`config.mk`:
```
export PLATFORM = sky130hd
export DESIGN_NAME = regfile_wb_arbiter_flat
export DESIGN_NICKNAME = d
export VERILOG_FILES = /design/src/rtl/regfile_wb_arbiter_pkg.sv /design/src/rtl/regfile_wb_arbiter_if.sv /design/src/rtl/regfile_wb_arbiter_rr.sv /design/src/rtl/regfile_wb_arbiter.sv /design/src/flat_wrapper.sv
export SDC_FILE = /design/constraint.sdc
export NUM_CORES = 1
export LEC_CHECK = 0
export ABC_CLOCK_PERIOD_IN_PS = 7400
export CORE_AREA = 3 3 75 130
export CTS_BUF_LIST = sky130_fd_sc_hd__clkbuf_2 sky130_fd_sc_hd__clkbuf_4 sky130_fd_sc_hd__clkbuf_8
export DETAILED_ROUTE_END_ITERATION = 12
export DIE_AREA = 0 0 78 133
export PLACE_DENSITY_LB_ADDON = 0.05
export SYNTH_ARGS = -nofsm -noshare
export SYNTH_HDL_FRONTEND = slang
export SYNTH_SLANG_ARGS = --single-unit
```
`constraint.sdc`:
```
create_clock -name clk -period 7.4 [get_ports clk]
set_input_delay 1.48 -clock clk [delete_from_list [all_inputs] [get_ports clk]]
set_output_delay 1.48 -clock clk [all_outputs]
set_load 0.05 [all_outputs]
```
`src/rtl/regfile_wb_arbiter_pkg.sv`:
```
// Shared types and helpers for the register-file writeback arbiter.
// Contents:
//   wb_src_e          writeback source identifiers, also used as the round-robin pointer
//   BE_W, BE_FULL     byte-enable width and the all-bytes enable
//   LINK_REG_DEFAULT  default link register for PC writes with pc_link=1
//   be_legal()        1 when a load byte-enable pattern is a supported lane combination
package regfile_wb_arbiter_pkg;

    typedef enum logic [1:0] {
        SRC_ALU = 2'd0,
        SRC_LD  = 2'd1,
        SRC_PC  = 2'd2
    } wb_src_e;

    localparam int         BE_W             = 4;
    localparam logic [3:0] BE_FULL          = 4'hF;
    localparam int         LINK_REG_DEFAULT = 31;

    // Supported patterns are single bytes, aligned halves, and the two
    // contiguous 3-byte groups, plus the full word.
    function automatic logic be_legal(input logic [3:0] be);
        case (be)
            4'b0001, 4'b0010, 4'b0100, 4'b1000,
            4'b0011, 4'b1100, 4'b0111, 4'b1110,
            4'b1111: be_legal = 1'b1;
            default: be_legal = 1'b0;
        endcase
    endfunction

endpackage

```
`src/rtl/regfile_wb_arbiter_if.sv`:
```
// Bus bundle between the writeback requesters / issue stage and the
// register-file writeback arbiter.
// Signals:
//   alu_*, ld_*, pc_*        valid/ready write requests from the three sources
//   claim_valid/claim_addr   issue stage reserving a destination register
//   chk_rs/chk_rt, hazard_*  source hazard lookup against the busy scoreboard
//   wr_en/addr/data/be       registered register-file write port
//   be_err                   pulse when a load with illegal byte enables is dropped
// Modports: master = requester/issue side, slave = arbiter.
interface regfile_wb_arbiter_if #(
    parameter int ADDR_W = 5,
    parameter int DATA_W = 32
) ();

    logic              alu_valid;
    logic              alu_ready;
    logic [ADDR_W-1:0] alu_addr;
    logic [DATA_W-1:0] alu_data;

    logic              ld_valid;
    logic              ld_ready;
    logic [ADDR_W-1:0] ld_addr;
    logic [DATA_W-1:0] ld_data;
    logic [3:0]        ld_be;

    logic              pc_valid;
    logic              pc_ready;
    logic [ADDR_W-1:0] pc_addr;
    logic              pc_link;
    logic [DATA_W-1:0] pc_data;

    logic              claim_valid;
    logic [ADDR_W-1:0] claim_addr;
    logic [ADDR_W-1:0] chk_rs;
    logic [ADDR_W-1:0] chk_rt;
    logic              hazard_rs;
    logic              hazard_rt;

    logic              wr_en;
    logic [ADDR_W-1:0] wr_addr;
    logic [DATA_W-1:0] wr_data;
    logic [3:0]        wr_be;
    logic              be_err;

    modport master (
        output alu_valid, alu_addr, alu_data,
        output ld_valid, ld_addr, ld_data, ld_be,
        output pc_valid, pc_addr, pc_link, pc_data,
        output claim_valid, claim_addr, chk_rs, chk_rt,
        input  alu_ready, ld_ready, pc_ready,
        input  hazard_rs, hazard_rt,
        input  wr_en, wr_addr, wr_data, wr_be, be_err
    );

    modport slave (
        input  alu_valid, alu_addr, alu_data,
        input  ld_valid, ld_addr, ld_data, ld_be,
        input  pc_valid, pc_addr, pc_link, pc_data,
        input  claim_valid, claim_addr, chk_rs, chk_rt,
        output alu_ready, ld_ready, pc_ready,
        output hazard_rs, hazard_rt,
        output wr_en, wr_addr, wr_data, wr_be, be_err
    );

endinterface

```
`src/rtl/regfile_wb_arbiter_rr.sv`:
```
// wb_rr_arbiter: 3-way writeback arbiter, at most one grant per cycle.
// Ports:
//   clk, rst  clock and synchronous active-high reset (no grants while rst=1)
//   req[2:0]  request vector, bit0=ALU, bit1=LD, bit2=PC
//   grant     one-hot grant, combinational from req and the pointer
// Default: round-robin ALU->LD->PC, pointer moves to the source after the winner.
// Macro REGFILE_WB_FIXED_PRIO_EN: fixed priority ALU > LD > PC, no pointer.
module wb_rr_arbiter
    import regfile_wb_arbiter_pkg::*;
(
    input  logic       clk,
    input  logic       rst,
    input  logic [2:0] req,
    output logic [2:0] grant
);

`ifdef REGFILE_WB_FIXED_PRIO_EN

    always_comb begin
        grant = 3'b000;
        if (!rst) begin
            if (req[0])      grant = 3'b001;
            else if (req[1]) grant = 3'b010;
            else if (req[2]) grant = 3'b100;
        end
    end

`else

    wb_src_e ptr_q;
    wb_src_e ptr_d;

    // The pointer names the source that gets first look this cycle.
    always_comb begin
        grant = 3'b000;
        if (!rst) begin
            case (ptr_q)
                SRC_LD: begin
                    if (req[1])      grant = 3'b010;
                    else if (req[2]) grant = 3'b100;
                    else if (req[0]) grant = 3'b001;
                end
                SRC_PC: begin
                    if (req[2])      grant = 3'b100;
                    else if (req[0]) grant = 3'b001;
                    else if (req[1]) grant = 3'b010;
                end
                default: begin
                    if (req[0])      grant = 3'b001;
                    else if (req[1]) grant = 3'b010;
                    else if (req[2]) grant = 3'b100;
                end
            endcase
        end
    end

    always_comb begin
        ptr_d = ptr_q;
        if (grant[0])      ptr_d = SRC_LD;
        else if (grant[1]) ptr_d = SRC_PC;
        else if (grant[2]) ptr_d = SRC_ALU;
    end

    always_ff @(posedge clk) begin
        if (rst) ptr_q <= SRC_ALU;
        else     ptr_q <= ptr_d;
    end

`endif

endmodule

```
`src/rtl/regfile_wb_arbiter.sv`:
```
// regfile_wb_arbiter: sole scheduler for the register-file write port.
// Accepts ALU, load and PC-link writes over valid/ready, grants one per cycle
// and drives a registered write port one cycle after the transfer. A busy
// scoreboard lets the issue stage stall on RAW hazards against pending writes.
// Ports:
//   clk, rst  clock and synchronous active-high reset
//   bus       regfile_wb_arbiter_if.slave (requests, claims, hazard lookup, write port)
// Parameters: ADDR_W, DATA_W, LINK_REG (destination of PC writes with pc_link=1).
// Macro REGFILE_WB_FIXED_PRIO_EN selects fixed priority arbitration in wb_rr_arbiter.
module regfile_wb_arbiter
    import regfile_wb_arbiter_pkg::*;
#(
    parameter int ADDR_W   = 5,
    parameter int DATA_W   = 32,
    parameter int LINK_REG = LINK_REG_DEFAULT
) (
    input  logic               clk,
    input  logic               rst,
    regfile_wb_arbiter_if.slave bus
);

    localparam int NREG = 1 << ADDR_W;

    logic [2:0]        req;
    logic [2:0]        grant;
    logic [ADDR_W-1:0] pc_dest;
    logic [ADDR_W-1:0] dest;
    logic              accept_write;

    logic              wr_en_d,   wr_en_q;
    logic [ADDR_W-1:0] wr_addr_d, wr_addr_q;
    logic [DATA_W-1:0] wr_data_d, wr_data_q;
    logic [BE_W-1:0]   wr_be_d,   wr_be_q;
    logic              be_err_d,  be_err_q;
    logic [NREG-1:0]   busy_d,    busy_q;

    assign req = {bus.pc_valid, bus.ld_valid, bus.alu_valid};

    wb_rr_arbiter u_arb (
        .clk   (clk),
        .rst   (rst),
        .req   (req),
        .grant (grant)
    );

    assign bus.alu_ready = grant[0];
    assign bus.ld_ready  = grant[1];
    assign bus.pc_ready  = grant[2];

    assign pc_dest = bus.pc_link ? ADDR_W'(LINK_REG) : bus.pc_addr;

    // A load with an illegal byte-enable pattern is still handshaken so the
    // source never deadlocks, but it only produces the error pulse.
    // Writes to register 0 are accepted and silently discarded.
    always_comb begin
        wr_en_d      = 1'b0;
        wr_addr_d    = '0;
        wr_data_d    = '0;
        wr_be_d      = '0;
        be_err_d     = 1'b0;
        dest         = '0;
        accept_write = 1'b0;
        if (grant[0]) begin
            dest         = bus.alu_addr;
            accept_write = 1'b1;
            wr_data_d    = bus.alu_data;
            wr_be_d      = BE_FULL;
        end else if (grant[1]) begin
            if (be_legal(bus.ld_be)) begin
                dest         = bus.ld_addr;
                accept_write = 1'b1;
                wr_data_d    = bus.ld_data;
                wr_be_d      = bus.ld_be;
            end else begin
                be_err_d = 1'b1;
            end
        end else if (grant[2]) begin
            dest         = pc_dest;
            accept_write = 1'b1;
            wr_data_d    = bus.pc_data;
            wr_be_d      = BE_FULL;
        end
        if (accept_write && (dest != '0)) begin
            wr_en_d   = 1'b1;
            wr_addr_d = dest;
        end else begin
            wr_data_d = '0;
            wr_be_d   = '0;
        end
    end

    // Claim is applied after the clear so a same-cycle claim and writeback to
    // one register leaves it busy for the newer producer.
    always_comb begin
        busy_d = busy_q;
        if (wr_en_d)         busy_d[dest] = 1'b0;
        if (bus.claim_valid) busy_d[bus.claim_addr] = 1'b1;
        busy_d[0] = 1'b0;
    end

    always_ff @(posedge clk) begin
        if (rst) begin
            wr_en_q   <= 1'b0;
            wr_addr_q <= '0;
            wr_data_q <= '0;
            wr_be_q   <= '0;
            be_err_q  <= 1'b0;
            busy_q    <= '0;
        end else begin
            wr_en_q   <= wr_en_d;
            wr_addr_q <= wr_addr_d;
            wr_data_q <= wr_data_d;
            wr_be_q   <= wr_be_d;
            be_err_q  <= be_err_d;
            busy_q    <= busy_d;
        end
    end

    assign bus.wr_en   = wr_en_q;
    assign bus.wr_addr = wr_addr_q;
    assign bus.wr_data = wr_data_q;
    assign bus.wr_be   = wr_be_q;
    assign bus.be_err  = be_err_q;

    assign bus.hazard_rs = (bus.chk_rs != '0) && busy_q[bus.chk_rs];
    assign bus.hazard_rt = (bus.chk_rt != '0) && busy_q[bus.chk_rt];

endmodule

```
`src/flat_wrapper.sv`:
```
// flat-port wrapper written by rule: the top's interface ports become plain ports
module regfile_wb_arbiter_flat import regfile_wb_arbiter_pkg::*;
#(
    parameter int ADDR_W   = 5,
    parameter int DATA_W   = 32,
    parameter int LINK_REG = LINK_REG_DEFAULT
)
  (clk, rst, bus_alu_valid, bus_alu_addr, bus_alu_data, bus_ld_valid, bus_ld_addr, bus_ld_data, bus_ld_be, bus_pc_valid, bus_pc_addr, bus_pc_link, bus_pc_data, bus_claim_valid, bus_claim_addr, bus_chk_rs, bus_chk_rt, bus_alu_ready, bus_ld_ready, bus_pc_ready, bus_hazard_rs, bus_hazard_rt, bus_wr_en, bus_wr_addr, bus_wr_data, bus_wr_be, bus_be_err);
  regfile_wb_arbiter_if #(.ADDR_W(ADDR_W), .DATA_W(DATA_W)) bus_i ();
  input  logic clk;
  input  logic rst;
  input wire logic [$bits(bus_i.alu_valid)-1:0] bus_alu_valid;
  input wire logic [$bits(bus_i.alu_addr)-1:0] bus_alu_addr;
  input wire logic [$bits(bus_i.alu_data)-1:0] bus_alu_data;
  input wire logic [$bits(bus_i.ld_valid)-1:0] bus_ld_valid;
  input wire logic [$bits(bus_i.ld_addr)-1:0] bus_ld_addr;
  input wire logic [$bits(bus_i.ld_data)-1:0] bus_ld_data;
  input wire logic [$bits(bus_i.ld_be)-1:0] bus_ld_be;
  input wire logic [$bits(bus_i.pc_valid)-1:0] bus_pc_valid;
  input wire logic [$bits(bus_i.pc_addr)-1:0] bus_pc_addr;
  input wire logic [$bits(bus_i.pc_link)-1:0] bus_pc_link;
  input wire logic [$bits(bus_i.pc_data)-1:0] bus_pc_data;
  input wire logic [$bits(bus_i.claim_valid)-1:0] bus_claim_valid;
  input wire logic [$bits(bus_i.claim_addr)-1:0] bus_claim_addr;
  input wire logic [$bits(bus_i.chk_rs)-1:0] bus_chk_rs;
  input wire logic [$bits(bus_i.chk_rt)-1:0] bus_chk_rt;
  output wire logic [$bits(bus_i.alu_ready)-1:0] bus_alu_ready;
  output wire logic [$bits(bus_i.ld_ready)-1:0] bus_ld_ready;
  output wire logic [$bits(bus_i.pc_ready)-1:0] bus_pc_ready;
  output wire logic [$bits(bus_i.hazard_rs)-1:0] bus_hazard_rs;
  output wire logic [$bits(bus_i.hazard_rt)-1:0] bus_hazard_rt;
  output wire logic [$bits(bus_i.wr_en)-1:0] bus_wr_en;
  output wire logic [$bits(bus_i.wr_addr)-1:0] bus_wr_addr;
  output wire logic [$bits(bus_i.wr_data)-1:0] bus_wr_data;
  output wire logic [$bits(bus_i.wr_be)-1:0] bus_wr_be;
  output wire logic [$bits(bus_i.be_err)-1:0] bus_be_err;
  assign bus_i.alu_valid = bus_alu_valid;
  assign bus_i.alu_addr = bus_alu_addr;
  assign bus_i.alu_data = bus_alu_data;
  assign bus_i.ld_valid = bus_ld_valid;
  assign bus_i.ld_addr = bus_ld_addr;
  assign bus_i.ld_data = bus_ld_data;
  assign bus_i.ld_be = bus_ld_be;
  assign bus_i.pc_valid = bus_pc_valid;
  assign bus_i.pc_addr = bus_pc_addr;
  assign bus_i.pc_link = bus_pc_link;
  assign bus_i.pc_data = bus_pc_data;
  assign bus_i.claim_valid = bus_claim_valid;
  assign bus_i.claim_addr = bus_claim_addr;
  assign bus_i.chk_rs = bus_chk_rs;
  assign bus_i.chk_rt = bus_chk_rt;
  assign bus_alu_ready = bus_i.alu_ready;
  assign bus_ld_ready = bus_i.ld_ready;
  assign bus_pc_ready = bus_i.pc_ready;
  assign bus_hazard_rs = bus_i.hazard_rs;
  assign bus_hazard_rt = bus_i.hazard_rt;
  assign bus_wr_en = bus_i.wr_en;
  assign bus_wr_addr = bus_i.wr_addr;
  assign bus_wr_data = bus_i.wr_data;
  assign bus_wr_be = bus_i.wr_be;
  assign bus_be_err = bus_i.be_err;
  regfile_wb_arbiter #(.ADDR_W(ADDR_W), .DATA_W(DATA_W), .LINK_REG(LINK_REG)) u_core (.clk(clk), .rst(rst), .bus(bus_i));
endmodule
```
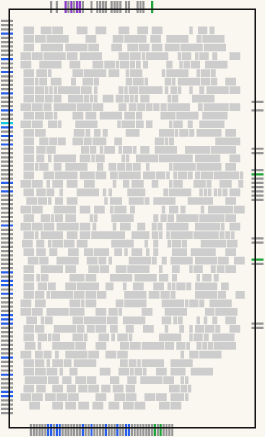
*Pin placement, run 1*
Pins as bars across the die edge, other pins in grey.
legend:
  bus_wr_addr:
    colour: green
    pins: 5
    direction: output
    edge: 2 east, 2 south, 1 north
  bus_ld_be:
    colour: purple
    pins: 4
    direction: input
    edge: north
  bus_pc_link:
    colour: cyan
    pins: 1
    direction: input
    edge: west
  bus_pc_data:
    colour: blue
    pins: 32
    direction: input
    edge: 22 west, 10 south
all pins by edge: 93 west, 50 south, 24 north, 18 east
vertical die size: 133 um
count of buffers from port buffering: 184
Die X: 78 um

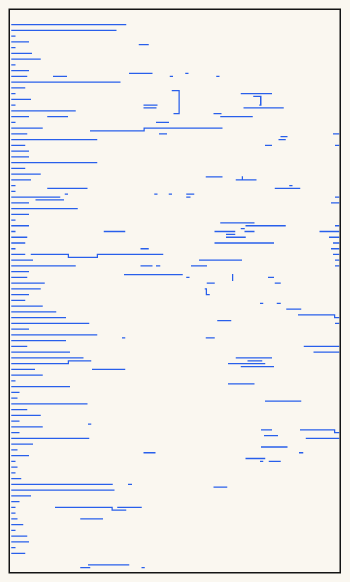
*Signal wires on met3, run 1*
longest straight run: 26.9 um
nets with wire on the layer: 157
Final Routed Wirelength: 14800 um
met3 GRT Util: 7.56%
count of vias placed by the detailed router: 4358

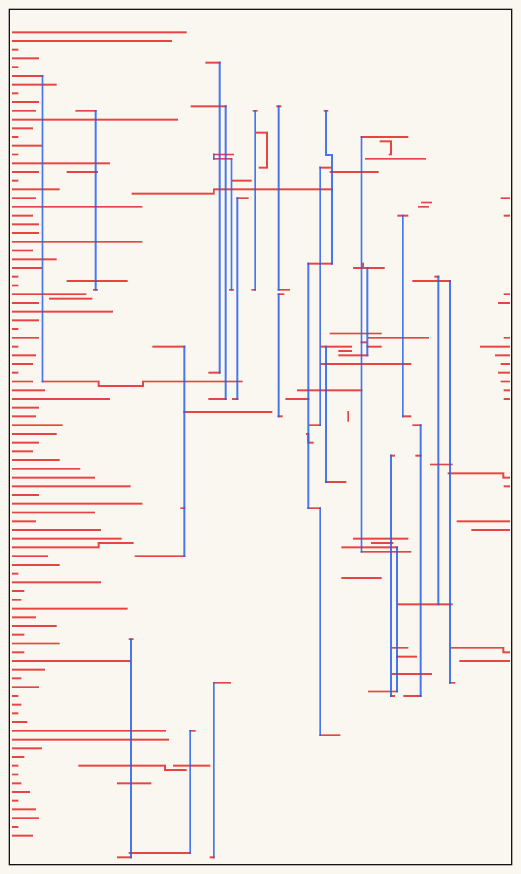
*Signal wires by layer, run 1*
Two of the layers only.
legend:
  met4:
    colour: blue
    wire_length: 894 um
  met3:
    colour: red
    wire_length: 1050 um
global-route usage over all layers: 29.0%
Wirelength per Cell: 20.2 um

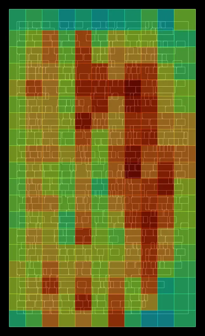
*Routing congestion, run 1*
met1 GRT Util: 26.7%
busiest layer in global routing: met2
final core utilization: 70.0%
met2 capacity usage during global routing: 54.8%

==> flow_metrics.tcl, run 1 <==
# implementation run metrics
set metrics [dict create \
    postSynthNetCount 590 \
    min_delay_startpoint "u_core.u_arb.ptr_q[0]" \
    rsz0062_at_grt "false" \
    dr.first_iter.drc_count 229 \
    final_cells 731 \
    timing.critical_path.slowest_stage_cell "clkdlybuf4s50_1" \
    cell_area_synth_um2 4090 \
    vdd_ir_drop_max_v 0.000156 \
    outcome "finished clean" \
    total_switching_power_uw 495 \
    max-clock-path-buffers 2 \
    rows 45 \
    number_of_placed_cells_counting_well_taps 715 \
    log.warning_count 27 \
    synthDistinctLibCells 51 \
    wire_length_of_the_first_global_routing_pass_um 23100 \
    fin_ws_ps 1510 \
    cts_hold_buf 0 \
    setup.reg_to_reg.worst_slack_ps 3450 \
    report.final.hold_viol_count 0 \
    cts-resized-gates 0 \
    top_area_share_pct 37.2 \
    clock_pin_slew_on_the_worst_setup_and_hold_paths_ps 80 \
    design.portCount 185 \
    remaining_drc_errors 0 \
    antenna_found_initial 0 \
    synthTopLogicFamily "AND-OR/OR-AND gates" \
    synthArstFlopShare_pct 0 \
]
## run 1: layout make-up
type                       count  share of cell area, %
multi-input combinational    318                   37.5
timing repair buffer         189                   30.5
sequential                    76                   24.7
clock buffer                  13                   2.81
tap                          117                   2.38
clock inverter                 3                   1.10
inverter                      15                  0.915
## run 1: synthesized netlist by cell type (2+ instances only)
cell type	n
a211oi_1	33
a21oi_1	34
a221oi_1	32
a311oi_1	27
a31oi_1	4
and3_1	4
and3b_1	3
buf_2	4
buf_6	6
clkbuf_1	29
dfxtp_1	76
ha_1	3
inv_1	10
inv_2	5
mux2_2	3
mux4_2	17
nand2_1	51
nand2b_1	8
nor2_1	46
nor2b_1	2
nor3_1	12
nor3b_1	5
o211ai_1	2
o21a_1	2
o21ai_0	4
o221a_2	2
o221ai_1	2
## run 1: state kept, by name, summed over array words and instances (netlist names)
| register | flops |
|---|---|
| u_core.u_arb.ptr_q | 2 |
| u_core.bus.be_err | 1 |
| u_core.bus.wr_addr | 5 |
| u_core.busy_q | 31 |
| u_core.bus.wr_data | 32 |
| u_core.bus.wr_be | 4 |
| u_core.bus.wr_en | 1 |
## run 1: power groups by stage
| stage | Combinational [uW] | Sequential (uW) | Clock (uW) |
|---|---|---|---|
| global placement | 525 | 477 | 0 |
| finish | 529 | 469 | 373 |
| CTS | 530 | 469 | 380 |
| detailed placement | 528 | 478 | 0 |
| global route | 558 | 473 | 395 |
| floorplan | 186 | 621 | 0 |
## run 1: critical path, delay by kind of cell
kind / cells / cell delay, ps
buf+inv: 3 / 1910
simple gates: 2 / 1010
## run 1: routing by layer
| layer | vias to the layer above | part of all wire (%) |
|---|---|---|
| met1 | 2013 | 31 |
| met4 | 0 | 6.0 |
| met5 | - | 0 |
| met3 | 63 | 7.1 |
| li1 | 2053 | - |
| met2 | 229 | 55 |
==> run 1 -> run 2 <==
--- a/config.mk
+++ b/config.mk
@@ -5,11 +5,11 @@
 export SDC_FILE = /design/constraint.sdc
 export NUM_CORES = 1
 export LEC_CHECK = 0
-export ABC_CLOCK_PERIOD_IN_PS = 7400
-export CORE_AREA = 3 3 75 130
+export ABC_CLOCK_PERIOD_IN_PS = 5500
+export CORE_AREA = 3 3 78 135
 export CTS_BUF_LIST = sky130_fd_sc_hd__clkbuf_2 sky130_fd_sc_hd__clkbuf_4 sky130_fd_sc_hd__clkbuf_8
 export DETAILED_ROUTE_END_ITERATION = 12
-export DIE_AREA = 0 0 78 133
+export DIE_AREA = 0 0 81 138
 export PLACE_DENSITY_LB_ADDON = 0.05
 export SYNTH_ARGS = -nofsm -noshare
 export SYNTH_HDL_FRONTEND = slang
==> constraint.sdc (replaced) <==
create_clock -name clk -period 5.5 [get_ports clk]
set_input_delay 1.1 -clock clk [delete_from_list [all_inputs] [get_ports clk]]
set_output_delay 1.1 -clock clk [all_outputs]
set_load 0.05 [all_outputs]
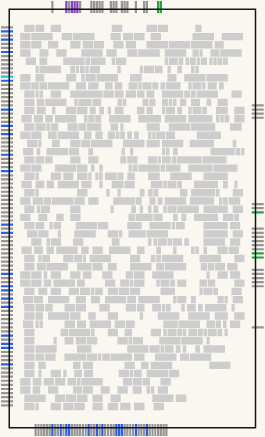
*Pin placement, run 2*
Pins as bars across the die edge, other pins in grey.
legend:
  bus_pc_data:
    colour: blue
    pins: 32
    direction: input
    edge: 20 west, 12 south
  bus_pc_link:
    colour: cyan
    pins: 1
    direction: input
    edge: west
  bus_ld_be:
    colour: purple
    pins: 4
    direction: input
    edge: north
  bus_wr_addr:
    colour: green
    pins: 5
    direction: output
    edge: 3 east, 2 north
all pins by edge: 93 west, 48 south, 23 north, 21 east
vertical die size: 138 um
Die X: 81 um

==> run 2 against run 1 <==
  * Critical path depth is the same
  * Highest routed layer unchanged
  * Critical endpoint is now bus_hazard_rt
  * Register-to-register slack lost 1400 ps
  * Non-clock buffer count grew 1
  * Clock skew shrank 1.7 ps
  * Cell area shrank 0.43%
  * Cell count grew 0.96%
  * Synthesized cell count is the same
  * Clock-buffer cell count shrank 4
  * Combinational power grew 35%
==> flow_metrics.tcl, run 2 <==
# implementation run metrics
set metrics [dict create \
    remaining_drc_errors 0 \
    setup.reg_to_reg.worst_slack_ps 2030 \
    timing.critical_path.slowest_stage_cell "clkdlybuf4s50_1" \
    wirelength_um 14800 \
    synthTopLogicFamily "AND-OR/OR-AND gates" \
    postSynthNetCount 590 \
    top_area_share_pct 37.2 \
    wire_length_of_the_first_global_routing_pass_um 22500 \
    rsz0062_at_grt "false" \
    log.warning_count 27 \
    synth.top_cells.by_count "dfxtp_1, nand2_1, nor2_1, a21oi_1, a211oi_1" \
    vias_per_cell 5.91 \
    antenna_found_initial 1 \
    rows 47 \
    cell_area_synth_um2 4090 \
    cts.repair_timing.setup_buffer_count 0 \
    wirelength_per_cell_um 20.1 \
    port_buffers 184 \
    synthArstFlopShare_pct 0 \
    yosys_adder_share_pct 0.918 \
    vdd_ir_drop_max_v 0.000175 \
    synthDistinctLibCells 51 \
    outcome "finished clean" \
    largest_reg_flops 32 \
    min_delay_startpoint "u_core.u_arb.ptr_q[0]" \
    clock_pin_slew_on_the_worst_setup_and_hold_paths_ps 80 \
    synthDominantAreaCellType "dfxtp_1" \
    cts_hold_buf 0 \
    report.final.hold_viol_count 0 \
    cts-resized-gates 0 \
    max-clock-path-buffers 2 \
    dr.first_iter.drc_count 195 \
    final_design_area_no_fill_um2 6130 \
    design.portCount 185 \
]
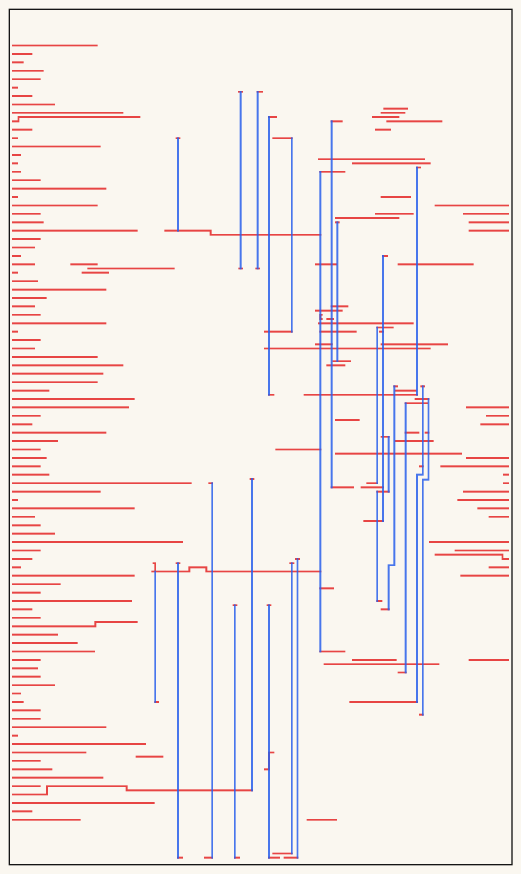
*Signal wires by layer, run 2*
Two of the layers only.
global-route usage over all layers: 26.6%
count of vias placed by the detailed router: 4362

run 2: cell counts after synthesis:
No cell type changed its count.
run 2: worst max path at each step:
stage,endpoint,slack (ps)
CTS,bus_hazard_rt,410
finish,bus_hazard_rt,450
global placement,bus_hazard_rt,460
floorplan,bus_hazard_rs,1290
global route,bus_hazard_rt,320
detailed placement,bus_hazard_rt,420
run 2: worst max-delay path, delay by kind of cell:
family / cells / cell delay [ps]
mux: 3 / 1330
buf+inv: 2 / 1510
run 2: report_power, final:
part	internal [uW]	switching [uW]	total, uW
clock	211	224	435
sequential	610	18.9	629
combinational	271	443	714
total	1090	685	1780
run 2: kinds of logic after synthesis:
kind of cell / Yosys count
buf+inv: 56
mux: 21
fa+ha+maj: 3
simple gates: 141
compound gates: 153
flops: 76
run 2: cell type report:
class,count,area (um2),share of cell area (%)
antenna,1,2.50,0.0408
clock buffer,9,124,2.02
clock inverter,7,76.3,1.25
inverter,15,56.3,0.919
multi-input combinational,318,2310,37.7
sequential,76,1520,24.8
tap,122,153,2.49
timing repair buffer,190,1880,30.8
run 2: through the flow:
stage	setup slack [ps]	instances
CTS	415	737
global placement	457	721
detailed placement	418	721
global route	316	738
floorplan	1290	450
finish	449	738
run 2: routing by layer:
| metal | GRT usage [%] | up-vias | part of all wire [%] |
|---|---|---|---|
| met5 | 0 | - | 0 |
| met4 | 18.3 | 0 | 6.6 |
| met3 | 8.07 | 62 | 9.0 |
| met2 | 47.4 | 243 | 53 |
| met1 | 24.6 | 1999 | 31 |
| li1 | - | 2058 | - |
Power figures rest on the tool's default switching activity, not on a simulated workload.
